**Run 1: close-up of the layout**

Region (54, 54) to (79, 79) um. Cells in gray, sequential cells in the stronger gray; small squares are vias.
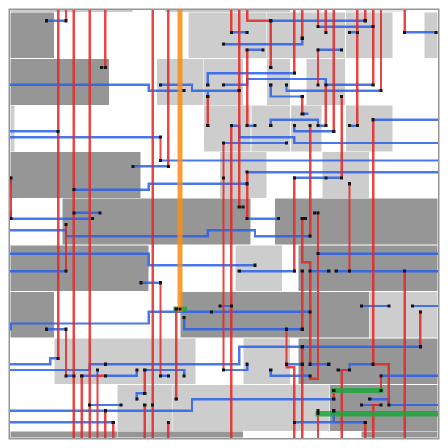
**Run 1: clock distribution**

(4 px per um)
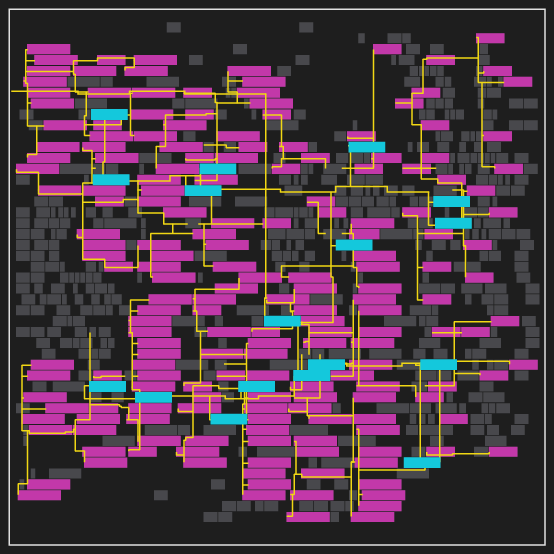
**Run 1: clock wiring as the flow saved it**

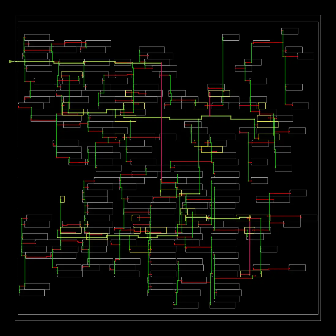
## config.mk

```make
export PLATFORM = sky130hd
export DESIGN_NAME = instr_encoder
export DESIGN_NICKNAME = d
export VERILOG_FILES = /design/src/rtl/instr_encoder_pkg.sv /design/src/rtl/instr_encoder_sync_fifo.sv /design/src/rtl/instr_encoder.sv
export SDC_FILE = /design/constraint.sdc
export NUM_CORES = 1
export LEC_CHECK = 0
export CORE_UTILIZATION = 45
export CTS_CLUSTER_DIAMETER = 100
export DETAILED_ROUTE_END_ITERATION = 8
export HOLD_SLACK_MARGIN = 0.08
export PLACE_DENSITY = 0.66
export SLEW_MARGIN = 0
export SYNTH_ARGS = -nofsm -noshare
export SYNTH_HDL_FRONTEND = slang
export SYNTH_SLANG_ARGS = --single-unit
export TNS_END_PERCENT = 50
```

## constraint.sdc

```tcl
create_clock -name clock -period 4.05 [get_ports clock]
set_clock_uncertainty 0.05 [all_clocks]
set_input_delay 1.215 -clock clock [delete_from_list [all_inputs] [get_ports clock]]
set_output_delay 1.215 -clock clock [all_outputs]
set_load 0.005 [all_outputs]
```

## src/rtl/instr_encoder_pkg.sv

```systemverilog
// Shared instruction definitions for the encoder: opcodes, field bit positions
// and the request payload that feeds the encoder.
package instr_encoder_pkg;

  localparam int unsigned WORD_W = 32;
  localparam int unsigned OP_W   = 6;
  localparam int unsigned REG_W  = 5;
  localparam int unsigned IMM_W  = 16;
  localparam int unsigned ADDR_W = 8;

  // Opcodes; NOP must stay at zero so the idle word decodes as a no-op
  localparam logic [OP_W-1:0] NOP   = 6'd0;
  localparam logic [OP_W-1:0] ADD   = 6'd1;
  localparam logic [OP_W-1:0] ADDI  = 6'd2;
  localparam logic [OP_W-1:0] LOAD  = 6'd3;
  localparam logic [OP_W-1:0] LOADI = 6'd4;
  localparam logic [OP_W-1:0] STORE = 6'd5;

  localparam int unsigned OP_HI  = 31;
  localparam int unsigned OP_LO  = 26;
  localparam int unsigned F1_HI  = 25;
  localparam int unsigned F1_LO  = 21;
  localparam int unsigned F2_HI  = 20;
  localparam int unsigned F2_LO  = 16;
  localparam int unsigned F3_HI  = 15;
  localparam int unsigned F3_LO  = 11;
  localparam int unsigned SH_HI  = 10;
  localparam int unsigned SH_LO  = 6;
  localparam int unsigned FN_HI  = 5;
  localparam int unsigned FN_LO  = 0;
  localparam int unsigned IMM_HI = 15;
  localparam int unsigned IMM_LO = 0;

  typedef struct packed {
    logic [OP_W-1:0]  op;
    logic [REG_W-1:0] rs;
    logic [REG_W-1:0] rt;
    logic [REG_W-1:0] rd;
    logic [IMM_W-1:0] imm;
  } instr_req_t;

  function automatic logic is_legal_op(input logic [OP_W-1:0] op);
    logic legal;
    legal = 1'b0;
    case (op)
      NOP, ADD, ADDI, LOAD, LOADI, STORE: legal = 1'b1;
      default:                            legal = 1'b0;
    endcase
    return legal;
  endfunction

endpackage

```

## src/rtl/instr_encoder_sync_fifo.sv

```systemverilog
// Synchronous FIFO for encoded words; pointers carry one extra wrap bit so
// full and empty are distinguishable without a separate occupancy counter.
module sync_fifo #(
  parameter int unsigned DEPTH = 4,
  parameter int unsigned WIDTH = 32
) (
  input  logic             clock,
  input  logic             reset,
  input  logic             i_push,
  input  logic [WIDTH-1:0] i_din,
  input  logic             i_pop,
  output logic [WIDTH-1:0] o_dout,
  output logic             o_full,
  output logic             o_empty
);

  localparam int unsigned AW = $clog2(DEPTH);

  logic [WIDTH-1:0] r_mem [DEPTH];
  logic [AW:0]      r_wr_ptr;
  logic [AW:0]      r_rd_ptr;
  logic             w_do_push;
  logic             w_do_pop;

  assign o_full    = (r_wr_ptr[AW] != r_rd_ptr[AW]) &&
                     (r_wr_ptr[AW-1:0] == r_rd_ptr[AW-1:0]);
  assign o_empty   = (r_wr_ptr == r_rd_ptr);
  assign w_do_push = i_push && !o_full;
  assign w_do_pop  = i_pop && !o_empty;
  assign o_dout    = r_mem[r_rd_ptr[AW-1:0]];

  always_ff @(posedge clock) begin
    if (reset) begin
      r_wr_ptr <= '0;
      r_rd_ptr <= '0;
    end else begin
      if (w_do_push) r_wr_ptr <= r_wr_ptr + (AW+1)'(1);
      if (w_do_pop)  r_rd_ptr <= r_rd_ptr + (AW+1)'(1);
    end
  end

  // Storage needs no reset: the pointers alone define which entries are live
  always_ff @(posedge clock) begin
    if (w_do_push) r_mem[r_wr_ptr[AW-1:0]] <= i_din;
  end

endmodule

```

## src/rtl/instr_encoder.sv

```systemverilog
// Packs field-level instruction requests into datapath words, buffers them and
// issues one per cycle through a registered output stage (NOP word when idle).
module instr_encoder
  import instr_encoder_pkg::*;
#(
  parameter int unsigned DEPTH = 4,
  parameter int unsigned CNT_W = 16
) (
  input  logic              clock,
  input  logic              reset,
  input  logic              in_valid,
  output logic              in_ready,
  input  logic [OP_W-1:0]   in_op,
  input  logic [REG_W-1:0]  in_rs,
  input  logic [REG_W-1:0]  in_rt,
  input  logic [REG_W-1:0]  in_rd,
  input  logic [IMM_W-1:0]  in_imm,
  output logic [WORD_W-1:0] instruction,
  output logic              out_valid,
  input  logic              out_ready,
  output logic [CNT_W-1:0]  issued,
  output logic              err_illegal
);

  instr_req_t        w_req;
  logic [WORD_W-1:0] w_word;
  logic [WORD_W-1:0] w_head;
  logic              w_full;
  logic              w_empty;
  logic              w_accept;
  logic              w_consume;
  logic              w_load;

  logic [WORD_W-1:0] r_instr;
  logic              r_out_valid;
  logic [CNT_W-1:0]  r_issued;
  logic              r_err;

  assign w_req = '{op: in_op, rs: in_rs, rt: in_rt, rd: in_rd, imm: in_imm};

  // Encoder: only the operands an opcode uses reach the word
  always_comb begin
    w_word = '0;
    case (w_req.op)
      ADD: begin
        w_word[OP_HI:OP_LO] = w_req.op;
        w_word[F1_HI:F1_LO] = w_req.rs;
        w_word[F2_HI:F2_LO] = w_req.rt;
        w_word[F3_HI:F3_LO] = w_req.rd;
      end
      ADDI: begin
        w_word[OP_HI:OP_LO]   = w_req.op;
        w_word[F1_HI:F1_LO]   = w_req.rs;
        w_word[F2_HI:F2_LO]   = w_req.rd;
        w_word[IMM_HI:IMM_LO] = w_req.imm;
      end
      LOADI: begin
        w_word[OP_HI:OP_LO]   = w_req.op;
        w_word[F1_HI:F1_LO]   = w_req.rd;
        w_word[IMM_HI:IMM_LO] = w_req.imm;
      end
      LOAD: begin
        w_word[OP_HI:OP_LO]    = w_req.op;
        w_word[F1_HI:F1_LO]    = w_req.rd;
        w_word[ADDR_W-1:0]     = w_req.imm[ADDR_W-1:0];
      end
      STORE: begin
        w_word[OP_HI:OP_LO]    = w_req.op;
        w_word[F1_HI:F1_LO]    = w_req.rs;
        w_word[ADDR_W-1:0]     = w_req.imm[ADDR_W-1:0];
      end
      default: w_word = '0;
    endcase
  end

  // Ready follows registered fullness only, so a same-cycle pop never frees a slot
  assign in_ready  = !w_full;
  assign w_accept  = in_valid && !w_full;
  assign w_consume = r_out_valid && out_ready;
  assign w_load    = !w_empty && (!r_out_valid || out_ready);

  sync_fifo #(
    .DEPTH (DEPTH),
    .WIDTH (WORD_W)
  ) u_fifo (
    .clock   (clock),
    .reset   (reset),
    .i_push  (w_accept),
    .i_din   (w_word),
    .i_pop   (w_load),
    .o_dout  (w_head),
    .o_full  (w_full),
    .o_empty (w_empty)
  );

  always_ff @(posedge clock) begin
    if (reset) begin
      r_instr     <= '0;
      r_out_valid <= 1'b0;
    end else if (w_load) begin
      r_instr     <= w_head;
      r_out_valid <= 1'b1;
    end else if (w_consume) begin
      r_instr     <= '0;
      r_out_valid <= 1'b0;
    end
  end

  always_ff @(posedge clock) begin
    if (reset) begin
      r_issued <= '0;
    end else if (w_consume) begin
      r_issued <= r_issued + CNT_W'(1);
    end
  end

  // Sticky until reset
  always_ff @(posedge clock) begin
    if (reset) begin
      r_err <= 1'b0;
    end else if (w_accept && !is_legal_op(in_op)) begin
      r_err <= 1'b1;
    end
  end

  assign instruction = r_instr;
  assign out_valid   = r_out_valid;
  assign issued      = r_issued;
  assign err_illegal = r_err;

endmodule

```

==> metrics.cfg, run 1 <==
[setup_path]
ff2ff_setup_slack_ns = 1.67
reg2reg_to = instruction[0]
critPathMaxFanout = 6
critPathBufInv = 1
worstSetupStartpoint = u_fifo.r_wr_ptr[0]
cpPeakStageDelay_ns = 0.49
cp_slowest_cell = clkdlybuf4s50_1

[floorplan]
num_rows = 47
fp_util_pct = 46.47
core_area_mm2 = 0.01676
die_w_um = 133.6

[place]
dp_cells = 806
numPortBuffers = 91

[global_routing]
grt_pass1_wl_mm = 25.03
met3_usage_pct = 4.566

[yosys]
synthCells = 498
yosysWarnings = 0
ys_seq_elements = 186
synth-simple-area-share_pct = 7.889
synth.most_common_cell = edfxtp_1
ys_sh_aoi_pct = 9.624
adder_share_pct = 0.9640
xor_area_share_pct = 2.137
yosysTopAreaCell = edfxtp_1
logic_family = multiplexers

[drt]
m1WireLength_mm = 6.947
drtIter0Drc = 253
remaining_drc_errors = 0
antenna_left = 0
drt_wl_total_mm = 15.35

[outcome]
status = finished, final reports clean

[final_timing]
final-hold-violation-count = 0

[clock_tree]
cts_hold_buf = 0

[pwr]
p_sw_share_pct = 29.84

[min_path]
hold_start = instruction[25]

Back to the opening pictures, 'close-up of the layout':
M4: drawn in orange. M1: drawn in blue. M3: drawn in green. M2: drawn in red.
Sequential cells in the window: 9. 27 logic cells have their middle in the window. Netlist names of flops here include u_fifo.r_mem (9). Most frequent: edfxtp_1 (9), buf_4 (8), and2_1 (3).

Back to the opening pictures, 'clock distribution':
flip-flops: drawn in magenta, count 186. clock wires: drawn in yellow, length 1,960 um. clock-net drivers: drawn in cyan, count 17.
There are 18 routed clock nets.
Clock net power: 0.00160 W
Skew-Pair Late Insertion Delay: 0.43 ns

Back to the opening pictures, 'clock wiring as the flow saved it':
flip-flops: 186
cts bufs inserted: 17
clock buf count: 17

==> inputs of run 2 (changes only) <==
--- a/config.mk
+++ b/config.mk
@@ -9,7 +9,7 @@
 export CTS_CLUSTER_DIAMETER = 100
 export DETAILED_ROUTE_END_ITERATION = 8
 export HOLD_SLACK_MARGIN = 0.08
-export PLACE_DENSITY = 0.66
+export PLACE_DENSITY = 0.69
 export SLEW_MARGIN = 0
 export SYNTH_ARGS = -nofsm -noshare
 export SYNTH_HDL_FRONTEND = slang
==> constraint.sdc (replaced) <==
create_clock -name clock -period 2.75 [get_ports clock]
set_clock_uncertainty 0.05 [all_clocks]
set_input_delay 0.825 -clock clock [delete_from_list [all_inputs] [get_ports clock]]
set_output_delay 0.825 -clock clock [all_outputs]
set_load 0.005 [all_outputs]
**Run 2: local utilization**

(2 px per um) The die is cut into 13 by 13 equal tiles; black is low, pale yellow is high, 0 to 100% covered.
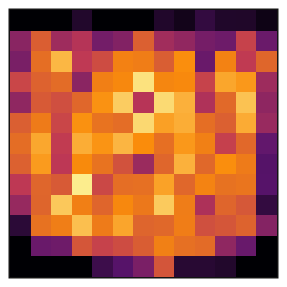
8.3% of the tiles are nearly empty. The densest ninth of the die: middle. The fullest tile reaches 96%. The mean over all tiles is 52%.

==> metrics.cfg, run 2 <==
[setup_path]
reg2reg_to = u_fifo.r_mem[3][24]  ; was instruction[0]
cpPeakStageDelay_ns = 0.52  ; was 0.49 ns
critPathMaxFanout = 6  ; unchanged
ff2ff_setup_slack_ns = 0.73  ; was 1.67 ns
critPathBufInv = 1  ; unchanged
worstSetupStartpoint = u_fifo.r_wr_ptr[0]  ; unchanged

[yosys]
adder_share_pct = 0.9640  ; unchanged
synth.most_common_cell = edfxtp_1  ; unchanged
synthCells = 498  ; unchanged
ys_sh_aoi_pct = 9.624  ; unchanged
yosysWarnings = 0  ; unchanged
ys_seq_elements = 186  ; unchanged
yosysTopAreaCell = edfxtp_1  ; unchanged

[outcome]
status = finished, final reports clean  ; unchanged

[clock_tree]
cts_hold_buf = 0  ; unchanged
cts_buffers = 17  ; unchanged
insertion_delay_ns = 0.42  ; was 0.43 ns

[drt]
remaining_drc_errors = 0  ; unchanged
drt_wl_total_mm = 15.40  ; was 15.35 mm
m1WireLength_mm = 7.086  ; was 6.947 mm
antenna_left = 0  ; unchanged
drtIter0Drc = 369  ; was 253

[pwr]
p_sw_share_pct = 27.90  ; was 29.84%
powerClk_w = 0.00252  ; was 0.00160 W

[floorplan]
core_area_mm2 = 0.01676  ; unchanged
die_w_um = 133.6  ; unchanged
num_rows = 47  ; unchanged
fp_util_pct = 46.47  ; unchanged

[place]
dp_cells = 813  ; was 806
numPortBuffers = 91  ; unchanged

[final_timing]
final-hold-violation-count = 0  ; unchanged

[global_routing]
met3_usage_pct = 3.843  ; was 4.566%

[min_path]
hold_start = instruction[15]  ; was instruction[25]

Power and IR drop assume default switching activity.
